## src/rtl/pe_acc_drain.sv

```systemverilog
// pe_acc_drain
// ------------
// Read-side drain controller for a PE accumulation buffer. A job walks a
// contiguous, wrapping address range on the buffer read port. Each returned
// word is BATCH signed RES_W lanes. Every lane is rounded (half up), shifted
// right arithmetically and saturated to a signed DATA_W lane. The results are
// presented as a first-word-fall-through valid/ready stream toward writeback.
//
// Ports
//   clk, rst       clock, asynchronous active-high reset
//   start          one-cycle pulse that begins a job (ignored unless idle)
//   base_addr      first buffer address, sampled on start
//   len            words to drain (0..2^ADDR_W), sampled on start
//   shift          requantization right-shift, sampled on start
//   busy           high from accepted start until done
//   done           one-cycle completion pulse
//   abuf_rd_addr   registered read address to the accumulation buffer
//   abuf_rd_en     registered read strobe
//   abuf_rd_data   read data, valid RD_LAT cycles after abuf_rd_en
//   out_data       requantized word (lane i at [i*DATA_W +: DATA_W])
//   out_valid      stream valid (FIFO non-empty)
//   out_ready      stream ready
//   out_last       marks the final word of the job
module pe_acc_drain #(
  parameter int BATCH      = 4,
  parameter int DATA_W     = 16,
  parameter int RES_W      = 32,
  parameter int ADDR_W     = 8,
  parameter int RD_LAT     = 2,
  parameter int FIFO_DEPTH = 4
) (
  input  logic                    clk,
  input  logic                    rst,
  input  logic                    start,
  input  logic [ADDR_W-1:0]       base_addr,
  input  logic [ADDR_W:0]         len,
  input  logic [4:0]              shift,
  output logic                    busy,
  output logic                    done,
  output logic [ADDR_W-1:0]       abuf_rd_addr,
  output logic                    abuf_rd_en,
  input  logic [BATCH*RES_W-1:0]  abuf_rd_data,
  output logic [BATCH*DATA_W-1:0] out_data,
  output logic                    out_valid,
  input  logic                    out_ready,
  output logic                    out_last
);

  localparam int LEN_W  = ADDR_W + 1;
  localparam int PTR_W  = (FIFO_DEPTH > 1) ? $clog2(FIFO_DEPTH) : 1;
  localparam int CNT_W  = PTR_W + 1;
  localparam int WORD_W = BATCH * DATA_W;
  localparam int ENT_W  = WORD_W + 1;  // {last, data}

  localparam logic [CNT_W-1:0] DEPTH_C = CNT_W'(FIFO_DEPTH);

  // Saturation bounds expressed at the widened requantization width.
  localparam logic signed [RES_W:0] SAT_MAX = (RES_W+1)'((2 ** (DATA_W - 1)) - 1);
  localparam logic signed [RES_W:0] SAT_MIN = ~SAT_MAX;

  typedef enum logic [1:0] {
    S_IDLE,
    S_RUN,
    S_WAIT,
    S_FIN
  } state_t;

  state_t                 state;
  logic [LEN_W-1:0]       len_q;
  logic [4:0]             shift_q;
  logic [LEN_W-1:0]       issued;
  logic [ADDR_W-1:0]      next_addr;
  logic                   rd_last;

  // Return-path tags, one stage per cycle of buffer latency.
  logic [RD_LAT-1:0]      tag_v;
  logic [RD_LAT-1:0]      tag_last;

  // Output FIFO.
  logic [ENT_W-1:0]       fifo_mem [FIFO_DEPTH];
  logic [PTR_W-1:0]       wr_ptr;
  logic [PTR_W-1:0]       rd_ptr;
  logic [CNT_W-1:0]       fifo_count;

  // Reads decided but not yet popped from the FIFO. Bounding this by the
  // FIFO depth guarantees every returning word has a free slot.
  logic [CNT_W-1:0]       occ;

  logic                   issue;
  logic                   issue_last;
  logic                   push;
  logic                   pop;
  logic [WORD_W-1:0]      push_data;
  logic [ENT_W-1:0]       head;

  // Round half up, arithmetic shift, saturate. The extra bit keeps the
  // rounding add from overflowing near the top of the RES_W range.
  function automatic logic [DATA_W-1:0] requant(input logic [RES_W-1:0] x,
                                                input logic [4:0]       sh);
    logic signed [RES_W:0] wide;
    logic signed [RES_W:0] rnd;
    logic signed [RES_W:0] y;
    wide = $signed({x[RES_W-1], x});
    rnd  = '0;
    if (sh != 5'd0) rnd = (RES_W+1)'(1) << (sh - 5'd1);
    y = (wide + rnd) >>> sh;
    if (y > SAT_MAX)      return SAT_MAX[DATA_W-1:0];
    else if (y < SAT_MIN) return SAT_MIN[DATA_W-1:0];
    else                  return y[DATA_W-1:0];
  endfunction

  assign push      = tag_v[RD_LAT-1];
  assign out_valid = (fifo_count != '0);
  assign pop       = out_valid & out_ready;
  assign head      = fifo_mem[rd_ptr];
  // Outputs read as zero while empty so reset clears them immediately.
  assign out_data  = out_valid ? head[WORD_W-1:0] : '0;
  assign out_last  = out_valid & head[WORD_W];

  // Read issue decision for the next cycle's registered strobe. A pop in the
  // same cycle frees a slot, which keeps a full-rate stream at 1 word/cycle.
  always_comb begin
    // NOTE: every always_comb output gets a default first so no path can
    // leave it unassigned and infer a latch.
    issue      = 1'b0;
    issue_last = 1'b0;
    unique case (state)
      S_IDLE: begin
        issue      = start && (len != '0);
        issue_last = (len == LEN_W'(1));
      end
      S_RUN: begin
        issue      = (issued != len_q) && ((occ < DEPTH_C) || pop);
        issue_last = ((issued + LEN_W'(1)) == len_q);
      end
      default: ;
    endcase
  end

  always_comb begin
    push_data = '0;
    for (int i = 0; i < BATCH; i++) begin
      push_data[i*DATA_W +: DATA_W] = requant(abuf_rd_data[i*RES_W +: RES_W], shift_q);
    end
  end

  // Control FSM with registered read-port and status outputs.
  always_ff @(posedge clk or posedge rst) begin
    // NOTE: sequential state uses non-blocking assignments so every register
    // samples pre-edge values regardless of statement order.
    if (rst) begin
      state        <= S_IDLE;
      busy         <= 1'b0;
      done         <= 1'b0;
      abuf_rd_en   <= 1'b0;
      abuf_rd_addr <= '0;
      rd_last      <= 1'b0;
      len_q        <= '0;
      shift_q      <= '0;
      issued       <= '0;
      next_addr    <= '0;
    end else begin
      abuf_rd_en <= issue;
      rd_last    <= issue & issue_last;
      done       <= 1'b0;
      unique case (state)
        S_IDLE: begin
          if (start) begin
            len_q   <= len;
            shift_q <= shift;
            if (len != '0) begin
              state        <= S_RUN;
              busy         <= 1'b1;
              abuf_rd_addr <= base_addr;
              next_addr    <= base_addr + ADDR_W'(1);
              issued       <= LEN_W'(1);
            end else begin
              state  <= S_FIN;
              done   <= 1'b1;
              issued <= '0;
            end
          end
        end
        S_RUN: begin
          if (issue) begin
            abuf_rd_addr <= next_addr;
            next_addr    <= next_addr + ADDR_W'(1);
            issued       <= issued + LEN_W'(1);
          end
          if ((issue && issue_last) || (issued == len_q)) state <= S_WAIT;
        end
        S_WAIT: begin
          if (pop && out_last) begin
            state <= S_FIN;
            done  <= 1'b1;
            busy  <= 1'b0;
          end
        end
        S_FIN: begin
          state <= S_IDLE;
        end
        default: state <= S_IDLE;
      endcase
    end
  end

  // Return tags, FIFO pointers and the credit counter.
  always_ff @(posedge clk or posedge rst) begin
    if (rst) begin
      tag_v      <= '0;
      tag_last   <= '0;
      wr_ptr     <= '0;
      rd_ptr     <= '0;
      fifo_count <= '0;
      occ        <= '0;
    end else begin
      tag_v[0]    <= abuf_rd_en;
      tag_last[0] <= rd_last;
      for (int i = 1; i < RD_LAT; i++) begin
        tag_v[i]    <= tag_v[i-1];
        tag_last[i] <= tag_last[i-1];
      end

      if (push) wr_ptr <= wr_ptr + PTR_W'(1);
      if (pop)  rd_ptr <= rd_ptr + PTR_W'(1);

      unique case ({push, pop})
        2'b10:   fifo_count <= fifo_count + CNT_W'(1);
        2'b01:   fifo_count <= fifo_count - CNT_W'(1);
        default: ;
      endcase

      unique case ({issue, pop})
        2'b10:   occ <= occ + CNT_W'(1);
        2'b01:   occ <= occ - CNT_W'(1);
        default: ;
      endcase
    end
  end

  // NOTE: FIFO storage has no reset; validity comes from the reset pointers
  // and count, and the output is gated to zero while empty.
  always_ff @(posedge clk) begin
    if (push) fifo_mem[wr_ptr] <= {tag_last[RD_LAT-1], push_data};
  end

endmodule
```

## config.mk

```make
export PLATFORM = sky130hd
export DESIGN_NAME = pe_acc_drain
export DESIGN_NICKNAME = d
export VERILOG_FILES = /design/src/rtl/pe_acc_drain.sv
export SDC_FILE = /design/constraint.sdc
export NUM_CORES = 1
export LEC_CHECK = 0
export CORE_ASPECT_RATIO = 1.25
export CORE_MARGIN = 2
export CORE_UTILIZATION = 35
export DETAILED_ROUTE_END_ITERATION = 10
export RECOVER_POWER = 25
export SETUP_SLACK_MARGIN = 0.5
export SLEW_MARGIN = 20
export SYNTH_ARGS = -nofsm -noshare
export SYNTH_HDL_FRONTEND = slang
export SYNTH_SLANG_ARGS = --single-unit
```

## constraint.sdc

```tcl
create_clock -name clk -period 12.1 [get_ports clk]
set_clock_uncertainty 0.05 [all_clocks]
set_input_delay 1.21 -clock clk [delete_from_list [all_inputs] [get_ports clk]]
set_output_delay 1.21 -clock clk [all_outputs]
set_load 0.03 [all_outputs]
```

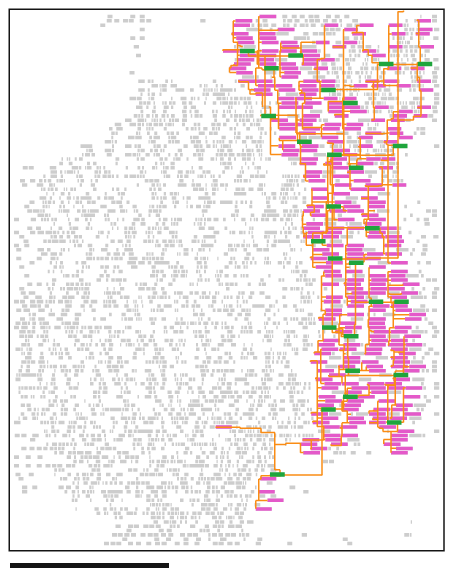
*Routed clock nets over the placement*
Bar = 100 um.
cells driving clock nets -> green  # count 27
clock wires -> orange  # length 3560 um
flip-flops -> magenta  # count 319
routed clock nets = 28

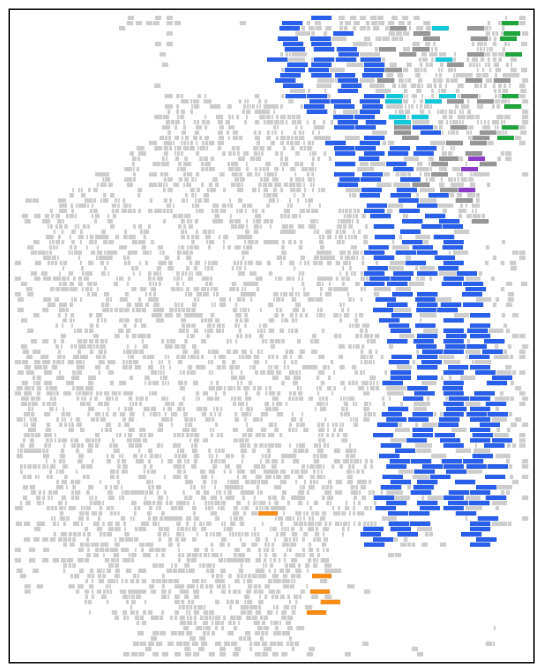
*Sequential cells grouped by signal name*
Other sequential cells in the stronger grey, the rest of the logic in the fainter grey.
abuf_rd_addr -> green  # flops 8, where top right
issued -> cyan  # flops 9, where top right
fifo_mem -> blue  # flops 260
fifo_count -> purple  # flops 3
shift_q -> orange  # flops 5, where bottom middle
not coloured = 34

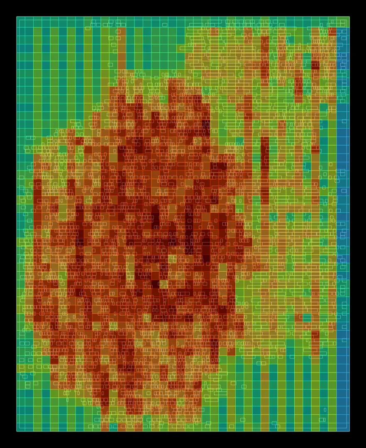
*Track usage over the die*
GR Layer Usage met1: 0.371
M2 GR Usage: 0.483
drt wl/cell: 29.2 um
GRT Total Usage: 0.300

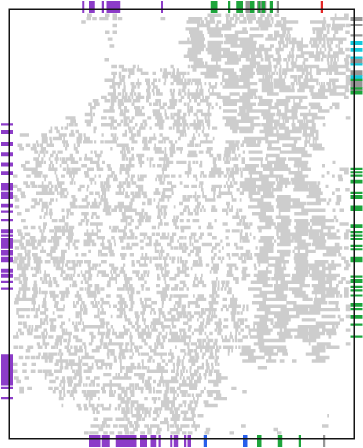
*Ports around the boundary*
Pins as bars across the die edge, other pins in grey.
clk -> red  # pins 1, direction input, edge top
abuf_rd_data -> purple  # pins 128, direction input, edge 64 left, 47 bottom, 17 top
shift -> blue  # pins 5, direction input, edge bottom
out_data -> green  # pins 64, direction output, edge 38 right, 19 top, 7 bottom
base_addr -> cyan  # pins 8, direction input, edge right
all pins by edge = 64 left, 61 right, 60 bottom, 46 top

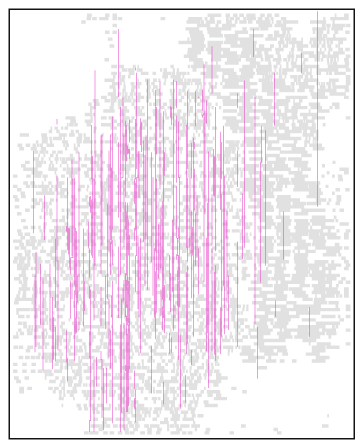
*The metal 4 layer*
Cells faint in the background.
wire length on this layer = 11700 um
share of all routed wire = 8.2%
longest straight run = 199 um
main direction = vertical

-- how the worst max path moves through the flow --
| stage | end | cells past startpoint | slack, ns | from |
|---|---|---|---|---|
| global route | fifo_mem[0][2]$_DFFE_PP_ | 23 | 3.19 | shift_q[0]$_DFFE_PP0P_ |
| floorplan | fifo_mem[0][53]$_DFFE_PP_ | 28 | 5.03 | shift_q[3]$_DFFE_PP0P_ |
| detailed placement | fifo_mem[0][21]$_DFFE_PP_ | 21 | 3.81 | shift_q[1]$_DFFE_PP0P_ |
| CTS | fifo_mem[1][21]$_DFFE_PP_ | 21 | 3.76 | shift_q[1]$_DFFE_PP0P_ |
| global placement | fifo_mem[0][21]$_DFFE_PP_ | 19 | 3.54 | shift_q[2]$_DFFE_PP0P_ |
| finish | fifo_mem[0][44]$_DFFE_PP_ | 19 | 3.55 | shift_q[2]$_DFFE_PP0P_ |
-- kinds of logic (layout without fill, tap and decap cells) --
group / count (synthesis) / count (layout) / synth area share
muxes: 238 / 238 / 0.109
buffers and inverters: 349 / 422 / 0.0440
adders and majority gates: 115 / 115 / 0.0452
DFF: 319 / 319 / 0.294
and+or+nand+nor: 1167 / 1167 / 0.183
other: 1 / 4 / 0.000119
AOI/OAI and AO/OA: 1279 / 1279 / 0.273
xor gates and xnor gates: 182 / 182 / 0.0514
-- registers in the layout, indices dropped and copies added, names as in the netlist, 3 cells and up --
signal        count
fifo_mem        260
issued            9
len_q             9
abuf_rd_addr      8
next_addr         8
shift_q           5
fifo_count        3
occ               3
-- routing by layer --
layer	GRT usage	vias to the layer above	routed length (um)
met5	0	-	51
met4	0.198	8	11700
met3	0.0474	474	12500
met2	0.483	1946	65300
met1	0.371	15390	53900
li1	-	14139	-
-- metrics by stage --
stage,hold WS [ns],power [mW],cells
2_1_floorplan,0.281,6.48,3653
3_3_place_gp,0.285,9.08,4862
6_report,0.304,10.2,4913
3_5_place_dp,0.288,9.06,4862
5_1_grt,0.317,10.7,4913
4_1_cts,0.307,9.95,4912
-- layout make-up --
cell class | instances | share of cell area
clock buffer | 32 | 0.0197
clock inverter | 18 | 0.00493
inverter | 72 | 0.00766
multi-input combinational | 2985 | 0.587
sequential | 319 | 0.260
tap | 1187 | 0.0415
timing repair buffer | 300 | 0.0793
-- cell usage in the layout, fill, tap and decap left out, drive strengths merged, types with 56 or more instances in the layout --
cell           netlist  final
o21ai              283    283
nor2               293    293
nor3                58     58
dfrtp               59     59
and2               105    105
o22ai               56     56
buf                 77     69
mux4                81     81
nand2              349    349
nand3               92     92
xnor2              113    113
xor2                69     69
edfxtp             260    260
mux2i              107    107
clkdlybuf4s50        0    229
a211oi              82     82
inv                 71     70
a21o                70     70
a21oi              304    304
ha                 103    103
-- power by group through the flow --
stage / clock network, mW / logic [mW] / registers, mW
final: 0.864 / 7.41 / 1.91
after global routing: 0.922 / 7.79 / 1.95
after CTS: 0.886 / 7.18 / 1.89
after detailed placement: 0 / 7.15 / 1.91
after global placement: 0 / 7.18 / 1.90
after floorplan: 0 / 4.69 / 1.79
==> notes.md <==
flow finished, numbers: Post-CTS Setup Inserts 0, failing checks capacitance limit, slew limit, Netlist cell types 117, post-placement setup slack 3.81 ns, crit path kind reg2reg, max-cap viol count 5, critical-path cell list buf_12 > nor2_1 > buf_4 > nand2_1 > nor2_1 > ha_1 > a31oi_1 > o31ai_1 > a32oi_1 > o21ai_0 > a221oi_1 > xnor2_1 > a21boi_0 > a2111oi_0 > a2bb2oi_1 > nand3_1 > o311ai_1 > nand2_1 > o21ai_0, final wirelength 143 mm, worst vdd ir between 150 and 200 uV, layout cells sized above 1 0.0937, largest net degree at the start of global routing 111, fp_density 0.352, LEAKAGE 12.9 nW, Synth flops 319, # fillers ~9200, status finished, violations left, Avg Cell Area, Syn approximately 8.7 um2, crit end category flip-flop, vias post-DR 31957, Worst R2R Path Depth 19, YS warnings 0, synthesized instance count between 3000 and 4000, fin nets 3964, Worst path slowest cell xnor2_1, type of the most critical hold path reg2reg, iteration tally of the first detailed-router pass 8, hold endpoint tag_last[1]$_DFF_PP0_, # IOs 231, Die Height 340 um, grt total ovfl 0, fraction of registers with async set or reset after synthesis 0.185, cycle use final 0.707, hold_buf cts 0, Resized cells post-CTS 0, post-route ant nets 0, CP delay by family, top AND-OR/OR-AND gates, Period minus WS final between 8 and 9 ns, Final GP Congestion 1.06, H-tree Lvls 1, root buf cell clkbuf_16, tool warnings 33, number of vias per cell 6.50, Buf/Inv on CP 2, Worst slew margin -2.36, top area contributor share 0.247, Port Buf Inserts 230, sequential power share 0.188, CP max FO ~110, drt first-iter violations slightly above 4000, Worst R2R Start shift_q[2]$_DFFE_PP0P_, vias in the first global route 30573, PwrDens 285 nW/um2, Pins Over Slew Limit 324, CTS clock-pin slew for the worst setup and hold paths 0.07 ns, Comb pwr share 0.727, num rows 123, RSZ-0062 raised after global routing no, utilization after layout 0.399, Clock Sinks 319, first-pass GRT wire length ~210 mm, CTS Buf Count 27, most frequent cell after synthesis nand2_1, PnR worst setup slack 3.55 ns, logic area 21000 um2, Worst-Margin Slew 5.05 ns, Final setup viols 0, final hold violation count 0, post-synth area from yosys stat 31600 um2, Core Footprint approximately 90000 um2, main flop type edfxtp_1, CTS max path bufs 3, Hold Path Depth 0, Late-Pin Clk Latency 0.56 ns, maximum clock rate 117 MHz, Switching Fraction 0.546
Power figures rest on the tool's default switching activity, not on a simulated workload.
